==> config.mk <==
export PLATFORM = sky130hd
export DESIGN_NAME = py_sched
export DESIGN_NICKNAME = d
export VERILOG_FILES = /design/src/rtl/py_sched_pkg.sv /design/src/rtl/py_sched_fec_slotcnt.sv /design/src/rtl/py_sched.sv
export SDC_FILE = /design/constraint.sdc
export NUM_CORES = 1
export LEC_CHECK = 0
export CAP_MARGIN = 20
export CORE_MARGIN = 4
export CORE_UTILIZATION = 50
export CTS_CLUSTER_DIAMETER = 120
export DETAILED_ROUTE_END_ITERATION = 7
export GPL_ROUTABILITY_DRIVEN = 0
export PLACE_DENSITY = 0.84
export SYNTH_ARGS = -nofsm -noshare
export SYNTH_HDL_FRONTEND = slang
export SYNTH_SLANG_ARGS = --single-unit
==> constraint.sdc <==
create_clock -name clk_6M -period 2.6 [get_ports clk_6M]
set_clock_uncertainty 0.2 [all_clocks]
set_input_delay 0.52 -clock clk_6M [delete_from_list [all_inputs] [get_ports clk_6M]]
set_output_delay 0.52 -clock clk_6M [all_outputs]
set_load 0.03 [all_outputs]
==> src/rtl/py_sched_pkg.sv <==
// Shared baseband definitions for the payload bit-slot scheduler.
package py_sched_pkg;

    typedef enum logic [2:0] {
        ST_IDLE  = 3'd0,
        ST_START = 3'd1,
        ST_DATA  = 3'd2,
        ST_CRC   = 3'd3,
        ST_PAD   = 3'd4,
        ST_DONE  = 3'd5
    } py_state_e;

    localparam int unsigned FEC32_INFO = 10;
    localparam int unsigned FEC32_BLK  = 15;
    localparam int unsigned CRC16_BITS = 16;

endpackage

==> src/rtl/py_sched_fec_slotcnt.sv <==
// Mod-15 FEC 2/3 block slot counter: 10 information slots followed by 5 parity slots.
// Only built when PY_SCHED_FEC32_EN is defined.
`ifdef PY_SCHED_FEC32_EN
module py_fec_slotcnt
    import py_sched_pkg::*;
(
    input  logic clk_6M,
    input  logic rst,
    input  logic clr,
    input  logic adv,
    input  logic fec_en,
    output logic info_slot,
    output logic info_last,
    output logic blk_end
);

    localparam int unsigned BLKW = $clog2(FEC32_BLK);

    logic [BLKW-1:0] blk_cnt_q, blk_cnt_d;

    // Held at zero outside the payload window and whenever FEC is off.
    always_comb begin
        blk_cnt_d = blk_cnt_q;
        if (clr || !fec_en) begin
            blk_cnt_d = '0;
        end else if (adv) begin
            blk_cnt_d = (blk_cnt_q == BLKW'(FEC32_BLK - 1)) ? '0 : blk_cnt_q + BLKW'(1);
        end
    end

    always_ff @(posedge clk_6M) begin
        if (rst) begin
            blk_cnt_q <= '0;
        end else begin
            blk_cnt_q <= blk_cnt_d;
        end
    end

    assign info_slot = !fec_en || (blk_cnt_q < BLKW'(FEC32_INFO));
    assign info_last = (blk_cnt_q == BLKW'(FEC32_INFO - 1));
    assign blk_end   = fec_en && (blk_cnt_q == BLKW'(FEC32_BLK - 1));

endmodule
`endif

==> src/rtl/py_sched.sv <==
// Payload bit-slot scheduler: data, CRC16 and FEC pad windows, one slot per p_1us.
// FEC 2/3 block layout (PAD state, parity slots) is built only with PY_SCHED_FEC32_EN.
module py_sched
    import py_sched_pkg::*;
#(
    parameter int unsigned LENW = 10
) (
    input  logic            clk_6M,
    input  logic            rst,
    input  logic            p_1us,
    input  logic            start_p,
    input  logic            abort_p,
    input  logic [LENW-1:0] py_len,
    input  logic            crc_en,
    input  logic            fec32encode,
    output logic            busy,
    output logic            py_st_p,
    output logic            py_period,
    output logic            py_datperiod,
    output logic            py_crc16period,
    output logic            py_padperiod,
    output logic            daten,
    output logic            py_datvalid_p,
    output logic            fec32bk_endp,
    output logic            py_endp
);

    localparam int unsigned CNTW = LENW + 4;

    py_state_e       state_q, state_d;
    logic [LENW-1:0] len_q, len_d;
    logic            crc_en_q, crc_en_d;
    logic [CNTW-1:0] info_cnt_q, info_cnt_d;

    logic busy_q, busy_d;
    logic st_q, st_d;
    logic period_q, period_d;
    logic dat_q, dat_d;
    logic crcp_q, crcp_d;
    logic endp_q, endp_d;

    logic            in_period_c;
    logic            slot_c;
    logic            info_slot_c;
    logic            info_tick_c;
    logic            blk_end_c;
    logic            exhausted_c;
    logic [CNTW-1:0] data_bits_c;
    logic [CNTW-1:0] info_bits_c;
    logic [CNTW-1:0] info_nxt_c;
    py_state_e       info_end_st_c;

    assign in_period_c = (state_q == ST_DATA) || (state_q == ST_CRC) || (state_q == ST_PAD);
    assign slot_c      = p_1us && in_period_c;
    assign info_tick_c = slot_c && info_slot_c;
    assign data_bits_c = CNTW'({len_q, 3'b000});
    assign info_bits_c = data_bits_c + (crc_en_q ? CNTW'(CRC16_BITS) : CNTW'(0));
    assign info_nxt_c  = info_cnt_q + CNTW'(1);
    assign exhausted_c = (info_cnt_q == info_bits_c);

`ifdef PY_SCHED_FEC32_EN
    logic fec_q, fec_d;
    logic blk_info_last_c;
    logic pad_q, pad_d;

    always_comb begin
        fec_d = fec_q;
        if (state_q == ST_IDLE && start_p) begin
            fec_d = fec32encode;
        end
    end

    py_fec_slotcnt u_slotcnt (
        .clk_6M    (clk_6M),
        .rst       (rst),
        .clr       (!in_period_c),
        .adv       (slot_c),
        .fec_en    (fec_q),
        .info_slot (info_slot_c),
        .info_last (blk_info_last_c),
        .blk_end   (blk_end_c)
    );

    // Info bits ending on the last info slot of a block keep the current window for its parity.
    assign info_end_st_c = !fec_q ? ST_DONE : (blk_info_last_c ? state_q : ST_PAD);
    assign fec32bk_endp  = slot_c && blk_end_c;

    always_comb begin
        pad_d = (state_d == ST_PAD);
    end

    always_ff @(posedge clk_6M) begin
        if (rst) begin
            fec_q <= 1'b0;
            pad_q <= 1'b0;
        end else begin
            fec_q <= fec_d;
            pad_q <= pad_d;
        end
    end

    assign py_padperiod = pad_q;
`else
    logic unused_fec_c;

    assign unused_fec_c  = fec32encode;
    assign info_slot_c   = 1'b1;
    assign blk_end_c     = 1'b0;
    assign info_end_st_c = ST_DONE;
    assign fec32bk_endp  = 1'b0;
    assign py_padperiod  = 1'b0;
`endif

    // Next-state, field latching and information-slot counting.
    always_comb begin
        state_d    = state_q;
        len_d      = len_q;
        crc_en_d   = crc_en_q;
        info_cnt_d = info_cnt_q;
        case (state_q)
            ST_IDLE: begin
                if (start_p) begin
                    state_d  = ST_START;
                    len_d    = py_len;
                    crc_en_d = crc_en;
                end
            end
            ST_START: begin
                info_cnt_d = '0;
                if (len_q != '0) begin
                    state_d = ST_DATA;
                end else if (crc_en_q) begin
                    state_d = ST_CRC;
                end else begin
                    state_d = ST_DONE;
                end
            end
            ST_DATA: begin
                if (info_tick_c) begin
                    info_cnt_d = info_nxt_c;
                    if (info_nxt_c == data_bits_c) begin
                        state_d = crc_en_q ? ST_CRC : info_end_st_c;
                    end
                end else if (slot_c && exhausted_c && blk_end_c) begin
                    state_d = ST_DONE;
                end
            end
            ST_CRC: begin
                if (info_tick_c) begin
                    info_cnt_d = info_nxt_c;
                    if (info_nxt_c == info_bits_c) begin
                        state_d = info_end_st_c;
                    end
                end else if (slot_c && exhausted_c && blk_end_c) begin
                    state_d = ST_DONE;
                end
            end
            ST_PAD: begin
                if (info_tick_c) begin
                    info_cnt_d = info_nxt_c;
                end
                if (slot_c && blk_end_c) begin
                    state_d = ST_DONE;
                end
            end
            ST_DONE: begin
                state_d = ST_IDLE;
            end
            default: begin
                state_d = ST_IDLE;
            end
        endcase
        if (abort_p) begin
            state_d    = ST_IDLE;
            info_cnt_d = '0;
        end
    end

    always_comb begin
        busy_d   = (state_d != ST_IDLE);
        st_d     = (state_d == ST_START);
        period_d = (state_d == ST_DATA) || (state_d == ST_CRC) || (state_d == ST_PAD);
        dat_d    = (state_d == ST_DATA);
        crcp_d   = (state_d == ST_CRC);
        endp_d   = (state_d == ST_DONE);
    end

    always_ff @(posedge clk_6M) begin
        if (rst) begin
            state_q    <= ST_IDLE;
            len_q      <= '0;
            crc_en_q   <= 1'b0;
            info_cnt_q <= '0;
            busy_q     <= 1'b0;
            st_q       <= 1'b0;
            period_q   <= 1'b0;
            dat_q      <= 1'b0;
            crcp_q     <= 1'b0;
            endp_q     <= 1'b0;
        end else begin
            state_q    <= state_d;
            len_q      <= len_d;
            crc_en_q   <= crc_en_d;
            info_cnt_q <= info_cnt_d;
            busy_q     <= busy_d;
            st_q       <= st_d;
            period_q   <= period_d;
            dat_q      <= dat_d;
            crcp_q     <= crcp_d;
            endp_q     <= endp_d;
        end
    end

    assign busy           = busy_q;
    assign py_st_p        = st_q;
    assign py_period      = period_q;
    assign py_datperiod   = dat_q;
    assign py_crc16period = crcp_q;
    assign py_endp        = endp_q;
    assign daten          = period_q && info_slot_c;
    assign py_datvalid_p  = slot_c;

endmodule

==> results.json, run 1 <==
{
  "syn_inst": 296,
  "flop_cell": "dfxtp_1",
  "crit_path_end_kind": "flip-flop",
  "grt_pass1_wl_mm": 10.3,
  "p_clk_frac": 0.445,
  "mostFrequentLayoutCells": "buf_4, nand2_1, a21oi_1",
  "htreeDepth": 2,
  "first_pass_iters": 4,
  "core_area_mm2": 0.00438,
  "grt_overflow": 0,
  "edf_count": 0,
  "p_per_area_mw_per_mm2": 452,
  "tightest_slew_ns": 0.508,
  "startpoint": "info_cnt_q[2]",
  "viasPerCell": 5.68,
  "rsz0062_at_grt": "yes",
  "slew_headroom": 0.661,
  "swShare": 0.248,
  "die_x_um": 75.5,
  "layout_top_cell": "buf_4",
  "r2r_setup_slack_ns": -0.1,
  "min_path_type": "flip-flop to flip-flop",
  "cp_max_fo": 5,
  "violations": "setup timing",
  "critical_path_class": "flip-flop to flip-flop",
  "wl_mm": 6.36,
  "drc": 0,
  "postCtsHoldBufs": 0,
  "synth.avg_cell_area_um2": 7.69,
  "num_rows": 24,
  "path_delay_family": "simple AND/OR/NAND/NOR gates",
  "internal_power_mw": 1.05,
  "synth_cell_types": 56,
  "cts_tree": "yes",
  "synth_seq_share": 0.299,
  "cts_setup_buffers": 2,
  "dp_hpwl_mm": 4.67,
  "seqPwrFrac": 0.398,
  "fin_hold_ws_ns": 0.324,
  "ys_cells": 296,
  "wl_per_cell_um": 15.3,
  "post_cts_resized": 10,
  "grt_max_degree": 17,
  "finalCritPeriodShare": 1.04,
  "combinationalPowerShare": 0.157,
  "power.total_mw": 1.40,
  "numCtsBuffers": 5,
  "initCoreUtil": 0.519,
  "drv_slew": 0,
  "synth_area_mm2": 0.00228,
  "cp.buffers_inverters": 0,
  "cp-endpoint": "py_st_p",
  "p_leak_nw": 1.22,
  "die-area_mm2": 0.00570,
  "p_switching_mw": 0.346,
  "tool_warnings": 30,
  "ys_async_sr_fraction": 0,
  "clk_root_buffer_cell": "clkbuf_8",
  "crit_cells": 8,
  "antenna_found_initial": 0,
  "cp.required_ns": 2.64,
  "clockBufferDepth": 2,
  "worstSetupStartpointType": "flip-flop",
  "clock.fmax_mhz": 371,
  "pg_seq_mw": 0.556,
  "grt_pass1_vias": 2227,
  "worst_r2r_path_depth": 8,
  "outcome": "finished, violations left",
  "grt_use_total": 0.233,
  "layout.nets": 382,
  "ys.warnings.count": 0,
  "drt_iter0_markers": 205,
  "maxCapViolCount": 0,
  "maxPowerGroup": "the clock network",
  "r2r-end": "py_st_p",
  "slowest_delay_ns": 0.48,
  "final_layout_size_suffix_gt1_frac": 0.267,
  "p_comb_mw": 0.219,
  "cp_common_cell": "o31a_1",
  "worst_slack_ns": -0.0962,
  "ir_drop_mv": 0.449,
  "synth_chip_area_mm2": 0.00228,
  "die_h_um": 75.5,
  "antennaDiodeCount": 0,
  "min_period_ns": 2.70,
  "worstReg2RegStart": "info_cnt_q[2]",
  "setup_violations": 5,
  "cts_sinks": 34,
  "hold_viol": 0,
  "crit_slowest_cell": "or4b_1",
  "area_delta_synth_final_pct": 35.6,
  "clk_latency_ns": 0.29,
  "crit_path_cell_trace": "nand4_4, o31a_1, or2_1, or4b_1, o31a_1, or3_4, a31oi_4, and3b_1",
  "pg_clk_mw": 0.621,
  "clk_pin_slew_ns": 0.07,
  "antenna_left": 0,
  "cp_data_arrival_time_ns": 2.74,
  "ys.flops": 34
}
-- run 1: tightest hold or removal path, cell delays in order (launching register included) --
cell     delay (ns)
dfxtp_1        0.35
nand2_1        0.07
a21oi_1        0.06
-- run 1: worst min path at each step --
stage	from	to	slack, ns	cells past startpoint
final	len_q[2]	len_q[2]	0.32	2
after global placement	info_cnt_q[13]	info_cnt_q[13]	0.30	2
after global routing	info_cnt_q[13]	info_cnt_q[13]	0.36	2
after CTS	len_q[2]	len_q[2]	0.32	2
after floorplan	len_q[0]	len_q[0]	0.26	2
after detailed placement	info_cnt_q[13]	info_cnt_q[13]	0.31	2
-- run 1: stage by stage --
stage	area (µm²)	util	cells	setup TNS, ns	setup WS, ns
detailed placement	2870	0.655	404	-0.988	-0.208
global route	3090	0.704	415	-0.675	-0.157
global placement	2870	0.655	404	-0.516	-0.128
CTS	3050	0.696	414	-0.152	-0.0644
finish	3090	0.704	415	-0.300	-0.0962
floorplan	2310	-	297	-0.135	-0.0512
-- run 1: cells by family after synthesis --
family | count (synthesis) | synth area share
adders and majority gates | 3 | 0.0165
AOI/OAI and AO/OA | 68 | 0.185
DFF | 34 | 0.299
muxes | 1 | 0.00494
xor gates and xnor gates | 29 | 0.124
and+or+nand+nor | 140 | 0.313
buffers and inverters | 20 | 0.0560
other | 1 | 0.00165
-- run 1: flip-flops by register name, summed over array words and instances (netlist names) --
| signal | count |
|---|---|
| py_st_p | 1 |
| py_datperiod | 1 |
| py_crc16period | 1 |
| len_q | 10 |
| crc_en_q | 1 |
| info_cnt_q | 14 |
| busy | 1 |
| daten | 1 |
| state_q | 3 |
| py_endp | 1 |
-- run 1: cell type report --
class | count | area [µm²]
Inverter | 1 | 3.75
Multi-Input combinational cell | 243 | 1550
Sequential cell | 34 | 693
Timing Repair Buffer | 77 | 633
Clock buffer | 6 | 82.6
Tap cell | 52 | 65.1
Fill cell | 335 | 1300
Clock inverter | 2 | 60.1
-- run 1: Yosys cell counts (2+ instances only) --
cell | number | share of area
ha_1 | 3 | 0.016
o31ai_1 | 2 | 0.0066
and3_1 | 2 | 0.0055
a22oi_1 | 2 | 0.0066
o21bai_1 | 2 | 0.0066
buf_4 | 4 | 0.013
nor2_1 | 27 | 0.045
and4_1 | 3 | 0.012
o21ai_0 | 13 | 0.029
xor2_1 | 9 | 0.035
or3_1 | 2 | 0.0055
nor4_1 | 8 | 0.022
dfxtp_1 | 34 | 0.30
o31a_1 | 2 | 0.0077
a31oi_1 | 3 | 0.0082
a21oi_1 | 31 | 0.068
nand2b_1 | 2 | 0.0055
nand2_1 | 47 | 0.077
clkbuf_1 | 11 | 0.018
xnor3_1 | 2 | 0.020
a311oi_1 | 2 | 0.0077
xnor2_1 | 18 | 0.069
or2_2 | 3 | 0.0082
clkbuf_8 | 3 | 0.018
nand3_1 | 9 | 0.020
nand3b_1 | 2 | 0.0066
nand4_1 | 5 | 0.014
nor2b_1 | 3 | 0.0082
a21o_1 | 2 | 0.0066
nor3_1 | 14 | 0.031
-- run 1: metal layers --
metal	global-route usage	part of all wire
met5	0	0
met3	0.0409	0.054
met1	0.298	0.44
met2	0.386	0.49
met4	0.0990	0.016
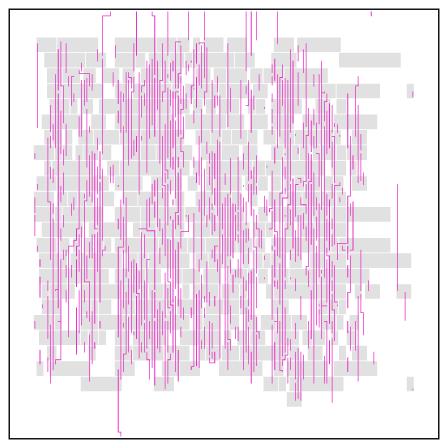
Figure 1: run 1, metal 2.
Cells faint in the background.
wire length on this layer: 3130 µm
main direction: vertical
met2 Use GR: 0.386
routed vias: 2358

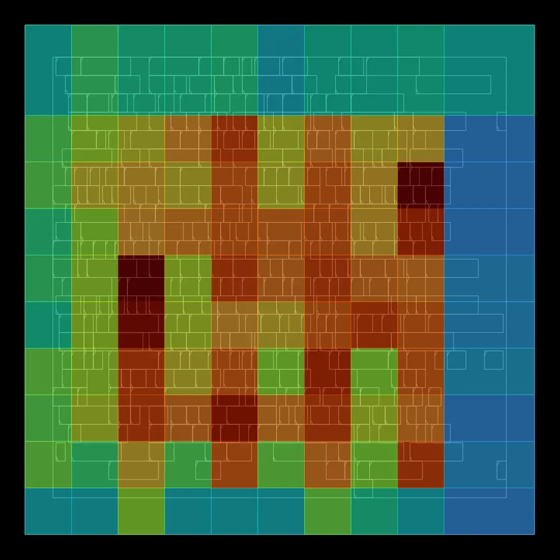
Figure 2: run 1, track usage over the die.
met1 Use GR: 0.298
met3 GRT Util: 0.0409

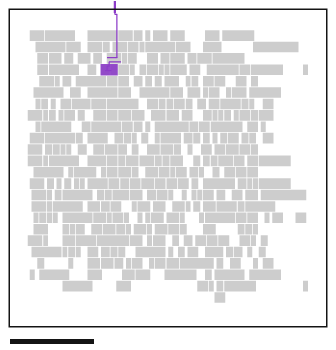
Figure 3: run 1, port wiring.
Bar = 20 µm.
| port | colour | bits | direction | edge | end cells | buffers | wire |
|---|---|---|---|---|---|---|---|
| `abort_p` | purple | 1 | input | top | 2 | 1 | 20.4 µm |
Port Buf Inserts: 23
Ports: 27

==> run 2, diff against run 1 <==
--- a/config.mk
+++ b/config.mk
@@ -6,11 +6,12 @@
 export NUM_CORES = 1
 export LEC_CHECK = 0
 export CAP_MARGIN = 20
-export CORE_MARGIN = 4
+export CORE_MARGIN = 1
 export CORE_UTILIZATION = 50
 export CTS_CLUSTER_DIAMETER = 120
 export DETAILED_ROUTE_END_ITERATION = 7
 export GPL_ROUTABILITY_DRIVEN = 0
+export MAX_ROUTING_LAYER = met4
 export PLACE_DENSITY = 0.84
 export SYNTH_ARGS = -nofsm -noshare
 export SYNTH_HDL_FRONTEND = slang
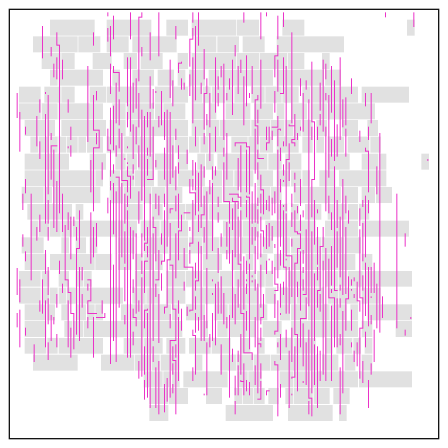
Figure 4: run 2, metal 2.
Cells faint in the background.
main direction: vertical
nets with wire on the layer: 327
longest straight run: 34.7 µm
wire length on this layer: 2930 µm
share of all routed wire: 48%
routed vias: 2424
wirelength, routed: 6.04 mm
met2 Use GR: 0.424

==> run 2 against run 1 <==
Against the previous run: the flow still finishes with violations (setup timing); cell count is 1.4% lower; total power shrank 2.5%; critical path type unchanged; highest routed layer unchanged; worst hold slack worse by 0.048 ns; global-route usage is 2.9 points higher.
==> results.json, run 2 <==
{
  "antenna_found_initial": 0,
  "cp.required_ns": 2.64,
  "cp_max_fo": 5,
  "die-area_mm2": 0.00483,
  "synth_area_mm2": 0.00228,
  "hold_viol": 0,
  "grt_use_met1": 0.333,
  "busiest_layer": "met2",
  "violations": "setup timing",
  "syn_inst": 296,
  "tool_warnings": 30,
  "synthTopCellsByCount": "nand2_1, dfxtp_1, a21oi_1",
  "core_area_mm2": 0.00435,
  "ir_drop_mv": 0.315,
  "placed_area_mm2": 0.00283,
  "grt_overflow": 0,
  "utilization": 0.700,
  "cts_tree": "yes",
  "rsz0062_at_grt": "yes",
  "grtUsageMet3": 0.0494,
  "final_layout_size_suffix_gt1_frac": 0.261,
  "min_period_ns": 2.71,
  "finalCritPeriodShare": 1.04,
  "ys_cells": 296,
  "numCtsBuffers": 5,
  "initCoreUtil": 0.523,
  "viasPerCell": 5.93,
  "nFillCells": 334,
  "stdcell_area_mm2": 0.00305,
  "setup_violations": 6,
  "first_pass_iters": 5,
  "ys.flops": 34,
  "top_register": "info_cnt_q",
  "drv_slew": 0,
  "dp_hpwl_mm": 4.39,
  "top_cell": "nand2_1",
  "area_delta_synth_final_pct": 33.8,
  "wl_per_cell_um": 14.8,
  "largest_area_cell": "dfxtp_1",
  "topCombFamilyByArea": "simple AND/OR/NAND/NOR gates",
  "synth_chip_area_mm2": 0.00228,
  "ios": 27,
  "grt_max_degree": 17,
  "layout.nets": 376,
  "largest_register_ffs": 14,
  "layout_top_cell": "buf_4",
  "fin_hold_ws_ns": 0.276,
  "num_rows": 24,
  "clk_latency_ns": 0.29,
  "antennaDiodeCount": 0,
  "outcome": "finished, violations left",
  "p_leak_nw": 1.19,
  "clockBufferDepth": 2,
  "critical_path_class": "flip-flop to flip-flop",
  "maxCapViolCount": 0,
  "fin_setup_tns_ns": -0.422,
  "p_per_area_mw_per_mm2": 447,
  "top_cells_by_area": "dfxtp_1, nand2_1, xnor2_1",
  "die_h_um": 69.5,
  "ys_async_sr_fraction": 0,
  "largest_registers": "info_cnt_q: 14 flops, len_q: 10 flops, state_q: 3 flops",
  "grt_use_total": 0.262,
  "grt_pass1_wl_mm": 9.92,
  "min_path_type": "flip-flop to flip-flop",
  "dp_slack_ns": -0.133,
  "worst_slack_ns": -0.114,
  "mostFrequentLayoutCells": "buf_4, nand2_1, a21oi_1",
  "worstSetupStartpointType": "flip-flop",
  "synth_seq_share": 0.299,
  "edf_count": 0,
  "drc": 0,
  "grt_pass1_vias": 2158,
  "top_cell_area_share": 0.299,
  "synth-simple-area-share": 0.313,
  "die_x_um": 69.5,
  "clk_pin_slew_ns": 0.08,
  "io_buffer_count": 23,
  "drt_iter0_markers": 224,
  "antenna_left": 0,
  "clock.fmax_mhz": 368,
  "htreeDepth": 2,
  "postCtsHoldBufs": 0,
  "ys_sh_aoi": 0.185,
  "flop_cell": "dfxtp_1",
  "cp_data_arrival_time_ns": 2.75,
  "synth.avg_cell_area_um2": 7.69,
  "synth_cell_types": 56,
  "ys_sh_adder": 0.0165,
  "muxShareOfSynthArea": 0.00495,
  "xor_share": 0.124,
  "crit_path_end_kind": "flip-flop",
  "clk_root_buffer_cell": "clkbuf_8",
  "cts_sinks": 34,
  "ys.warnings.count": 0
}
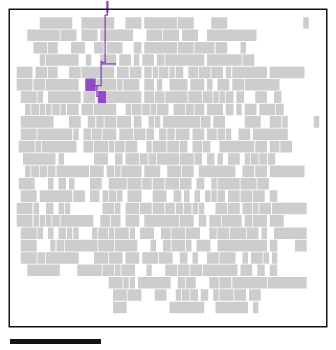
Figure 5: run 2, port wiring.
Bar = 20 µm.
| port | colour | bits | direction | edge | end cells | buffers | wire |
|---|---|---|---|---|---|---|---|
| `abort_p` | purple | 1 | input | top | 2 | 1 | 25.9 µm |

[run 2: netlist changes by cell type in the layout (fill, tap and decap cells not counted), sizes merged]
cell    before  now
buf         55   49
clkbuf       6    5
clkinv       1    2
[run 2: report_power, final]
group          leakage [nW]  switching, mW  total, mW  internal, mW
registers             0.283         0.0203      0.555         0.534
clock network        0.0683          0.212      0.596         0.384
logic                 0.835          0.109      0.211         0.102
[run 2: through the flow]
stage	power, mW	instances
after floorplan	0.696	297
after global placement	0.766	398
after detailed placement	0.773	398
after CTS	1.37	407
after global routing	1.41	409
final	1.36	409
[run 2: path summary, 6_finish.rpt]
kind	startpoint	end	slack, ns	cells after the start
worst max register to register	info_cnt_q[4]	py_st_p	-0.11	8
worst max-delay path	info_cnt_q[4]	py_st_p	-0.11	8
worst min-delay path	len_q[3]	len_q[3]	0.28	2
worst min register to register	len_q[3]	len_q[3]	0.28	2
[run 2: what timing repair did]
item,4_1_cts,5_1_grt
pin swaps,3,1
setup buffers,1,2
gates resized,13,7
setup endpoints to repair,8,7
[run 2: cell families after synthesis]
family,Yosys count
multiplexers,1
AND/OR/NAND/NOR,140
XOR/XNOR,29
other,1
buffers and inverters,20
flip-flops,34
adder cells (fa/ha/maj),3
AND-OR/OR-AND,68
[run 2: final cells by class]
class                      count  area [µm²]  area share
clock inverter                 3        68.8      0.0226
clock buffer                   5        68.8      0.0226
inverter                       1        3.75     0.00123
sequential                    34         702       0.230
multi-input combinational    243        1550       0.509
tap                           52        65.1      0.0214
timing repair buffer          71         588       0.193
[run 2: critical path, stage by stage, from the launching register on]
cell,delay [ns]
dfxtp_2,0.36
nand4_1,0.14
o31a_1,0.35
or2_1,0.25
or4b_1,0.48
o31a_1,0.13
or3_4,0.36
a31oi_4,0.21
and3b_1,0.18
[run 2: metal layers]
metal,routed length [µm],up-vias
met1,2640,1140
li1,-,1169
met5,0,-
met4,97,0
met2,2930,101
met3,378,14
==> run 3, diff against run 2 <==
--- a/config.mk
+++ b/config.mk
@@ -12,7 +12,7 @@
 export DETAILED_ROUTE_END_ITERATION = 7
 export GPL_ROUTABILITY_DRIVEN = 0
 export MAX_ROUTING_LAYER = met4
-export PLACE_DENSITY = 0.84
+export PLACE_DENSITY_LB_ADDON = 0.1
 export SYNTH_ARGS = -nofsm -noshare
 export SYNTH_HDL_FRONTEND = slang
 export SYNTH_SLANG_ARGS = --single-unit
==> run 3 against run 2 <==
Against the previous run: the flow still finishes with violations (setup timing); combinational power is 3% higher; cell count is 1.7% higher; utilization is 1.1 points higher; via count is 1.8% lower; routed wire length is 4.8% higher; sequential power hardly changed; critical endpoint unchanged; area after synthesis stayed put; largest power group is now sequential cells; clock power is 15% lower.
==> results.json, run 3 <==
{
  "drt_iter0_markers": 113,
  "antennaDiodeCount": 0,
  "cp_max_fo": 5,
  "initCoreUtil": 0.523,
  "cts_tree": "yes",
  "ys_cells": 296,
  "min_period_ns": 2.69,
  "mostFrequentLayoutCells": "buf_4, nand2_1, a21oi_1",
  "viasPerCell": 5.72,
  "clk_latency_ns": 0.30,
  "antenna_left": 0,
  "largest_registers": "info_cnt_q: 14 flops, len_q: 10 flops, state_q: 3 flops",
  "synth_area_mm2": 0.00228,
  "critical_path_class": "flip-flop to flip-flop",
  "crit_path_cell_trace": "nand4_4, o31a_1, or2_1, or4b_1, o31a_1, or3_4, a31oi_4, and3b_1",
  "clk_pin_slew_ns": 0.08,
  "synth_chip_area_mm2": 0.00228,
  "layout_top_cell": "buf_4",
  "num_rows": 24,
  "antenna_found_initial": 0,
  "top_register": "info_cnt_q",
  "largest_register_ffs": 14,
  "dp_hpwl_mm": 4.59,
  "dp.cells": 404,
  "final_layout_size_suffix_gt1_frac": 0.272,
  "cp_data_arrival_time_ns": 2.73,
  "area_delta_synth_final_pct": 35.9,
  "min_path_type": "flip-flop to flip-flop",
  "first_pass_iters": 4,
  "hold_viol": 0,
  "ios": 27,
  "top_cells_by_area": "dfxtp_1, nand2_1, xnor2_1",
  "clk_root_buffer_cell": "clkbuf_8",
  "htreeDepth": 2,
  "ys.warnings.count": 0,
  "top_cell_area_share": 0.299,
  "die_x_um": 69.5,
  "rsz0062_at_grt": "yes",
  "maxCapViolCount": 0,
  "crit_path_end_kind": "flip-flop",
  "crit_slowest_cell": "or4b_1",
  "worst_slack_ns": -0.0877,
  "clockBufferDepth": 2,
  "cts_sinks": 34,
  "nFillCells": 370,
  "syn_inst": 296,
  "wl_per_cell_um": 15.2,
  "synthTopCellsByCount": "nand2_1, dfxtp_1, a21oi_1",
  "grt_use_total": 0.278,
  "slowest_delay_ns": 0.47,
  "cp.required_ns": 2.64,
  "grt_max_degree": 17,
  "largest_area_cell": "dfxtp_1",
  "worstSetupStartpointType": "flip-flop",
  "fin_setup_tns_ns": -0.218,
  "die_h_um": 69.5,
  "grt_pass1_vias": 2122,
  "violations": "setup timing",
  "die-area_mm2": 0.00483,
  "ys_async_sr_fraction": 0,
  "clock.fmax_mhz": 372,
  "edf_count": 0,
  "cp.buffers_inverters": 0,
  "tool_warnings": 30,
  "p_per_area_mw_per_mm2": 412,
  "path_delay_family": "simple AND/OR/NAND/NOR gates",
  "finalCritPeriodShare": 1.03,
  "synth_seq_share": 0.299,
  "numCtsBuffers": 5,
  "ir_drop_mv": 0.380,
  "finalNonFillerCells": 416,
  "p_leak_nw": 1.21,
  "drc": 0,
  "cp_common_cell": "o31a_1",
  "synth.avg_cell_area_um2": 7.69,
  "top_cell": "nand2_1",
  "flop_cell": "dfxtp_1",
  "drv_slew": 0,
  "ys.flops": 34,
  "synth_cell_types": 56,
  "postCtsHoldBufs": 0,
  "io_buffer_count": 23,
  "outcome": "finished, violations left",
  "grt_overflow": 0,
  "grt_pass1_wl_mm": 10.2,
  "core_area_mm2": 0.00435,
  "setup_violations": 5,
  "layout.nets": 383
}
run 3: cell counts after synthesis:
No cell type changed its count.
run 3: per-layer routing:
metal | vias to the layer above | GRT usage | share of wire
met1 | 1143 | 0.353 | 0.45
met2 | 42 | 0.453 | 0.50
met5 | - | - | 0
met4 | 0 | 0.0884 | 0.011
li1 | 1187 | - | -
met3 | 8 | 0.0436 | 0.036
run 3: worst min-delay path: stages (launching register included):
cell and delay, ns:
dfxtp_1 0.34, nand2_1 0.07, a21oi_1 0.05
run 3: layout make-up:
| cell class | count | area, µm² | share of cell area |
|---|---|---|---|
| inverter | 1 | 3.75 | 0.00121 |
| tap | 52 | 65.1 | 0.0210 |
| multi-input combinational | 243 | 1560 | 0.504 |
| timing repair buffer | 78 | 653 | 0.211 |
| sequential | 34 | 699 | 0.226 |
| clock buffer | 5 | 68.8 | 0.0222 |
| clock inverter | 3 | 45.0 | 0.0146 |
run 3: path summary, 6_finish.rpt:
| check | from | endpoint | slack, ns | depth (start not counted) |
|---|---|---|---|---|
| worst max register to register | info_cnt_q[0] | py_st_p | -0.09 | 8 |
| worst min-delay path | len_q[3] | len_q[3] | 0.30 | 2 |
| worst min register to register | len_q[3] | len_q[3] | 0.30 | 2 |
| worst max-delay path | info_cnt_q[0] | py_st_p | -0.09 | 8 |
run 3: per-stage QoR:
step                cell area, µm²  utilization  power [mW]  setup slack (ns)  hold slack [ns]
global placement              2880        0.662       0.774           -0.0822            0.280
global route                  3090        0.711        1.33            -0.178            0.337
CTS                           3030        0.697        1.28           -0.0660            0.312
floorplan                     2310            -       0.696           -0.0512            0.263
finish                        3090        0.711        1.28           -0.0877            0.305
detailed placement            2880        0.662       0.778            -0.191            0.298
run 3: what timing repair did:
item	in CTS	in global routing
setup buffers	2	2
resized	9	11
pin swaps	4	2
endpoints found under the setup margin	7	9
run 3: kinds of logic after synthesis:
logic type | count (synthesis) | synth area share
compound gates | 68 | 0.185
xor+xnor | 29 | 0.124
fa+ha+maj | 3 | 0.0165
buf+inv | 20 | 0.0560
flops | 34 | 0.299
mux | 1 | 0.00494
other cells | 1 | 0.00165
simple gates | 140 | 0.313
run 3: power breakdown:
group	total, mW	leakage (nW)	switching, mW	internal (mW)
clock network	0.505	0.0504	0.220	0.285
logic	0.217	0.874	0.112	0.105
registers	0.553	0.283	0.0194	0.534
total	1.28	1.21	0.351	0.924
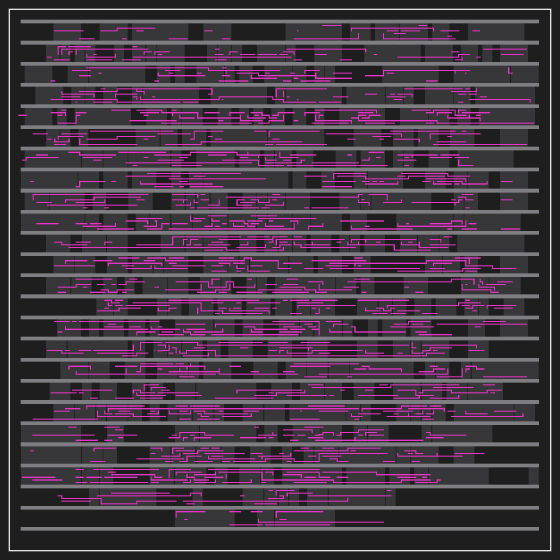
Figure 6: run 3, M1 wires.
Supply wires on this layer in grey. Cells faint in the background.
longest straight run: 32.2 µm
nets with wire on the layer: 357
wire length on this layer: 2870 µm
main direction: horizontal
share of all routed wire: 45%
routed vias: 2380
wirelength, routed: 6.33 mm

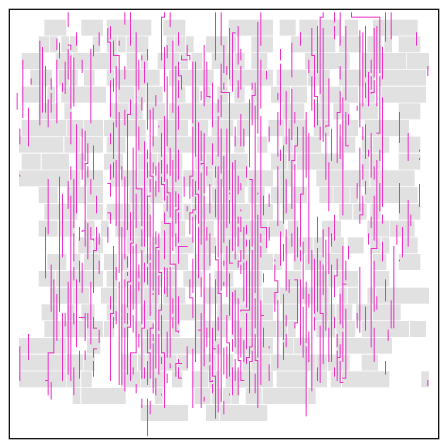
Figure 7: run 3, metal 2.
Cells faint in the background.
main direction: vertical
nets with wire on the layer: 314
met2 Use GR: 0.453


==> notes/layouts.md <==
Pictures saved along the way, in no particular order.

Sequential cells grouped by signal name.
Other sequential cells in the stronger grey, the rest of the logic in the fainter grey.
(a)
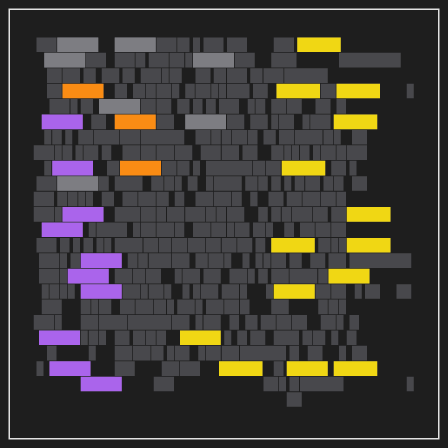
(b)
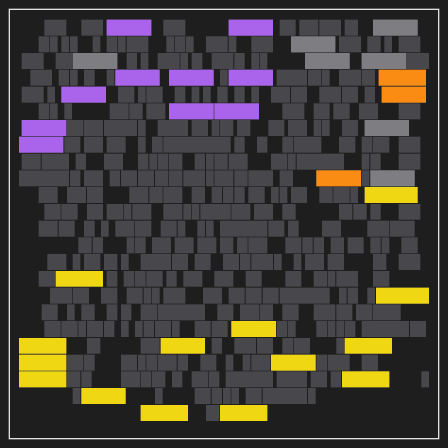
(c)
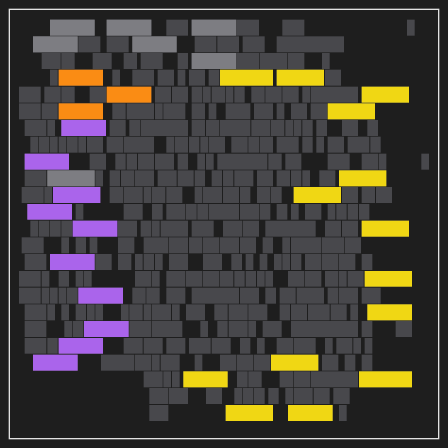
(a) -> run 1
(c) -> run 2
(b) -> run 3

Key to (c):
| name in the netlist | colour | flops |
|---|---|---|
| `state_q` | orange | 3 |
| `len_q` | purple | 10 |
| `info_cnt_q` | yellow | 14 |
not coloured: 7

Power and IR drop assume default switching activity.
